run_1/flops_by_reg.png
(3 px per um) Other sequential cells in the stronger grey, the rest of the logic in the fainter grey.
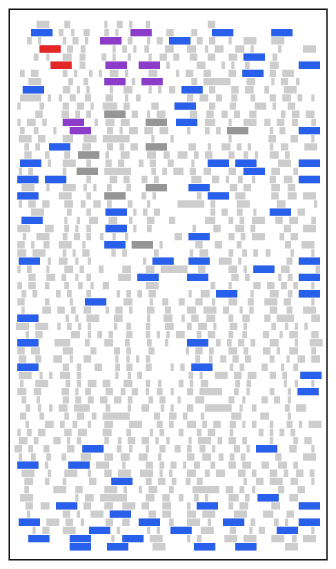
run_1/wires.png
(3 px per um)
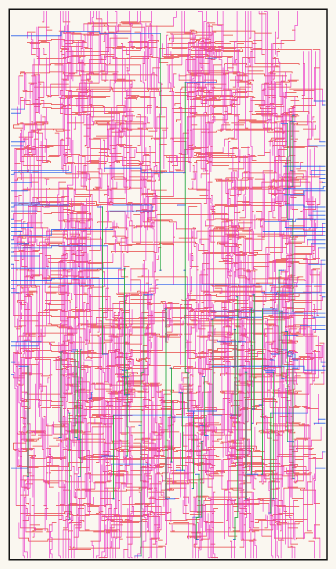
run_1/layer_met4.png
(4 px per um) Supply wires on this layer in grey. Cells faint in the background.
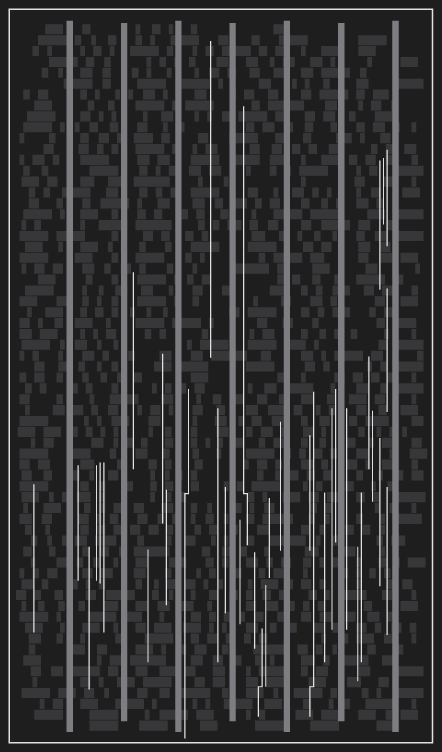
Design vedic_mac_acc_flat, sky130hd; sources not shown.
==> flow_summary.ini, run 1 <==
; synthesis and place-and-route metrics
[place]
placement.io_buffers = 0
dp_hpwl_mm = 22.7
dp_slack_ns = 1.96

[timing]
rsz0062_at_grt = no
maxSlewHeadroom_pct = 24.3
slew_viol_final = 0
setup_viol = 0
hold_violations = 0
fin_skew_ns = 0.00783

[logic_synthesis]
ys_sh_mux_pct = 0.936
synth_area_per_cell_sq_um = 7.51
yosys-top-cells-area = dfxtp_1, ha_1, a21oi_1, nand2_1, xnor2_1
synth_nets = 1140
ys_sh_simple_pct = 23.8
top_cell = nand2_1
yosysTopAreaCell = dfxtp_1
ys_types = 71
xor_area_share_pct = 7.37
ys_area_sq_mm = 0.00749
yosys.area.top_type_share_pct = 24.3
ff_type = dfxtp_1
edf_count = 0

[floorplan]
tap_cells = 234
pin_count = 153
fp-utilization_pct = 41.1
die_w_um = 105

[global_route]
met2_usage_pct = 61.0
grt.busiest_layer = met2
met1_usage_pct = 26.1
grt_use_met3_pct = 4.58
grt_max_degree = 57

[clock_tree]
clkTransAtPathRegs_ns = 0.07
cts_buffer_depth = 2
cts_resized = 0

[worst_setup_path]
crit_path_start_kind = flip-flop
cp_slowest_cell = dfxtp_1
cpMostUsedCell = a21oi_1
r2r_slack_ns = 1.93
required_ns = 6.09
cp_top_family = AND-OR/OR-AND gates
end_kind = flip-flop
slowest_delay_ns = 0.49
worstPathCellList = ha_1 > fa_1 > a21oi_1 > o21ai_1 > a311oi_2 > o211ai_1 > a32oi_1 > a21oi_1 > o31ai_1 > mux2i_1
worstPathArrival_ns = 4.15

[outcome]
status = completed

[cells_and_area]
fin_cells = 1197
largest_reg_flops = 72
diodes = 0
comb.multi_input.count = 829
drive_gt1_share_pct = 4.05
nClkBuffers = 10
nFillCells = 2160
comb_share_pct = 68.1

[power_and_ir_drop]
pwr-share-comb_pct = 23.6
p_comb_mw = 0.417
power_mw = 1.76
seq_power_share_pct = 42.1
vdd_drop_max_v = 0.000105
clkPwrFrac_pct = 34.2
leakage_nw = 3.22
power_density_mw_per_mm2 = 224

[hold_path]
min_path_cells = 1
hp-class = in2reg

[routing]
ant_nets = 0
wl_met2_mm = 16.2
drt-pass1-iter-count = 5
drtIter0Drc = 215

[flow_run]
warnings = 26
drv_cap = 0
Notes on flops_by_reg.png above:
legend:
  u_core.state_q:
    colour: red
    sequential_cells: 2
  u_core.len_q:
    colour: purple
    sequential_cells: 8
  u_core.mac.sum:
    colour: blue
    sequential_cells: 72
    where: all over the die
final core utilization: 43.3%
Seq. pwr: 0.743 mW
Sequential cell area: 0.00182 sq mm
Seq area share: 23.1%

Notes on wires.png above:
legend:
  metal 3:
    colour: blue
    wire_length: 1050 um
  metal 1:
    colour: red
    wire_length: 9510 um
  metal 4:
    colour: green
    wire_length: 1470 um
  metal 2:
    colour: magenta
    wire_length: 16200 um
WL final: 28.3 mm
via count: 7597
routed length per instance: 23.6 um
GRT Total Usage: 29.7%

Notes on layer_met4.png above:
main direction: vertical
nets with wire on the layer: 33

-- run 1: cells in the final DEF (no fill, tap or decap), types with 7 or more instances in the layout --
cell       netlist  layout
a21oi_1         95      95
clkbuf_16        0       9
inv_1           23      23
a31oi_1         12      12
nand4_1         23      23
and2_1           9       9
o21ai_0         64      64
o31ai_1          7       7
o21ai_1          7       7
o21a_1           8       8
mux2i_1          7       7
and3_1          13      13
o21bai_1        10      10
nand2b_1        11      11
or2_2            7       7
nand2_1        124     124
nor4_1          10      10
o211ai_1        13      13
a211oi_1         7       7
xnor2_1         37      37
xor2_1          26      26
or3_1            9       9
a21o_1          29      29
ha_1            65      65
dfxtp_1         91      91
nor3_1          13      13
nor3b_1          7       7
a22oi_1         27      27
nor2_1          80      78
a21boi_0         7       7
nand3_1         28      28
==> inputs of run 2 (changes only) <==
--- a/config.mk
+++ b/config.mk
@@ -9,7 +9,7 @@
 export CELL_PAD_IN_SITES_DETAIL_PLACEMENT = 2
 export CELL_PAD_IN_SITES_GLOBAL_PLACEMENT = 2
 export CORE_ASPECT_RATIO = 1.75
-export CORE_UTILIZATION = 40
+export CORE_UTILIZATION = 33
 export CTS_CLUSTER_SIZE = 16
 export DETAILED_ROUTE_END_ITERATION = 8
 export DONT_BUFFER_PORTS = 1
==> constraint.sdc (replaced) <==
create_clock -name clk -period 3.2 [get_ports clk]
set_input_delay 0.32 -clock clk [delete_from_list [all_inputs] [get_ports clk]]
set_output_delay 0.32 -clock clk [all_outputs]
set_load 0.05 [all_outputs]
run_2/wires.png
(3 px per um)
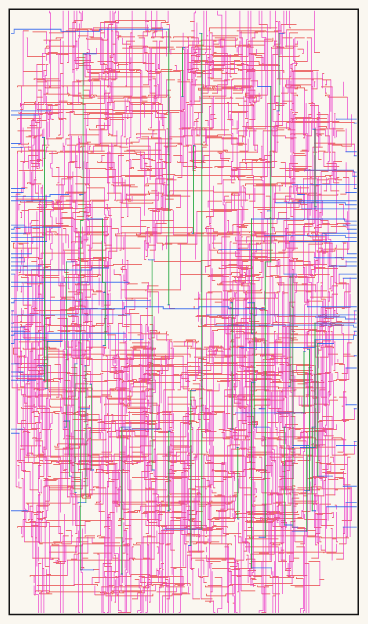
legend:
  metal 3:
    colour: blue
    wire_length: 1240 um
  metal 2:
    colour: magenta
    wire_length: 17700 um
  metal 1:
    colour: red
    wire_length: 10200 um
  metal 4:
    colour: green
    wire_length: 1780 um
via count: 7942
WL final: 30.9 mm
routed length per instance: 22.6 um

run_2/clocks.png
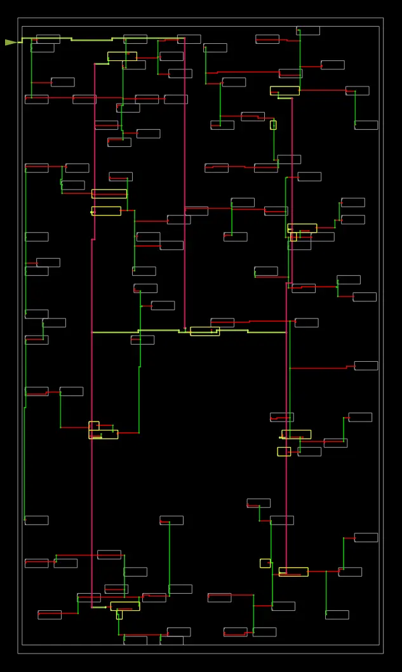
flop count: 91
final-layout clock buffer total: 9
clock sinks: 91
CTS buffer count: 9
Late-Pin Clk Latency: 0.39 ns

==> flow_summary.ini, run 2 <==
; synthesis and place-and-route metrics
[outcome]
status = completed

[floorplan]
pin_count = 153
tap_cells = 296
fp-utilization_pct = 33.8
die_w_um = 116

[worst_setup_path]
slowest_delay_ns = 0.43
cp_top_family = AND-OR/OR-AND gates
crit_path_start_kind = flip-flop
path_buffers = 1
r2r_slack_ns = 0.17
worstPathArrival_ns = 3.28
cp_slowest_cell = fa_1
required_ns = 3.45
worstPathCellList = ha_1 > fa_1 > a21oi_2 > o21ai_2 > a311o_1 > a31oi_1 > buf_4 > nand2b_1 > a31oi_1 > xor2_1 > o21ai_0

[cells_and_area]
diodes = 0
comb_area_sq_mm = 0.00542
comb.multi_input.count = 829
nFillCells = 2660
seq_area_share_pct = 20.5
fin_cells = 1369
postLayoutCoreUtil_pct = 40.1
lay_top_count = nand2_1
comb_share_pct = 60.9
largest_reg_flops = 72
drive_gt1_share_pct = 14.4
lay_top_cells = nand2_1, buf_4, a21oi_1
regArea_sq_mm = 0.00182

[global_route]
grt.busiest_layer = met2
met2_usage_pct = 54.8
met1_usage_pct = 24.3
track_usage_pct = 27.7
grt_use_met3_pct = 4.79

[timing]
slew_viol_final = 0
hold_violations = 0
maxSlewHeadroom_pct = 35.1
timing.fmax_mhz = 330
fin_crit_sh_pct = 94.7
setup_viol = 0
fin_skew_ns = 0.00918

[power_and_ir_drop]
clkPwrFrac_pct = 34.4
power_mw = 3.42
pwr-share-comb_pct = 30.1
seq_power_share_pct = 35.4
p_sw_share_pct = 37.4
p_comb_mw = 1.03
leakage_nw = 3.83
pwr.group.sequential_mw = 1.21
power_density_mw_per_mm2 = 385

[logic_synthesis]
yosys.area.top_type_share_pct = 24.3
ff_type = dfxtp_1
top_cell = nand2_1
ys_types = 71
yosysTopAreaCell = dfxtp_1
ys_sh_mux_pct = 0.936
xor_area_share_pct = 7.37
synth_nets = 1140
ys_area_sq_mm = 0.00749
yosys-top-cells-area = dfxtp_1, ha_1, a21oi_1, nand2_1, xnor2_1
ys_sh_simple_pct = 23.8
synth_area_per_cell_sq_um = 7.51
edf_count = 0

[place]
dp_slack_ns = 0.0178
placement.io_buffers = 0
dp_hpwl_mm = 24.6

[flow_run]
warnings = 26
drv_cap = 0

[routing]
m1WireLength_mm = 10.2
drtIter0Drc = 196
wl_met2_mm = 17.7
drt-pass1-iter-count = 4
ant_nets = 0

[hold_path]
hp-class = in2reg
min_path_cells = 2

[clock_tree]
cts_buffer_depth = 2
clkTransAtPathRegs_ns = 0.07
run 2: cell families after synthesis:
logic type | after synthesis
compound gates | 328
xor+xnor | 63
fa+ha+maj | 66
buf+inv | 77
flops | 91
mux | 7
simple gates | 365
run 2: worst register-to-register path, delay by kind of cell (launching register included):
family / cells / cell delay (ns)
XOR/XNOR: 1 / 0.19
adder cells (fa/ha/maj): 2 / 0.68
AND/OR/NAND/NOR: 1 / 0.16
buffers and inverters: 1 / 0.17
AND-OR/OR-AND: 6 / 1.36
flip-flops: 1 / 0.32
run 2: timing repair:
| item | CTS | global route |
|---|---|---|
| hold buffers | 3 | 0 |
| hold endpoints to repair | 38 | 0 |
| gates cloned | 0 | 0 |
| endpoints found under the setup margin | 2 | 22 |
| buffers inserted | 0 | 1 |
| pin swaps | 0 | 2 |
| resized | 1 | 9 |
Power figures rest on the tool's default switching activity, not on a simulated workload.
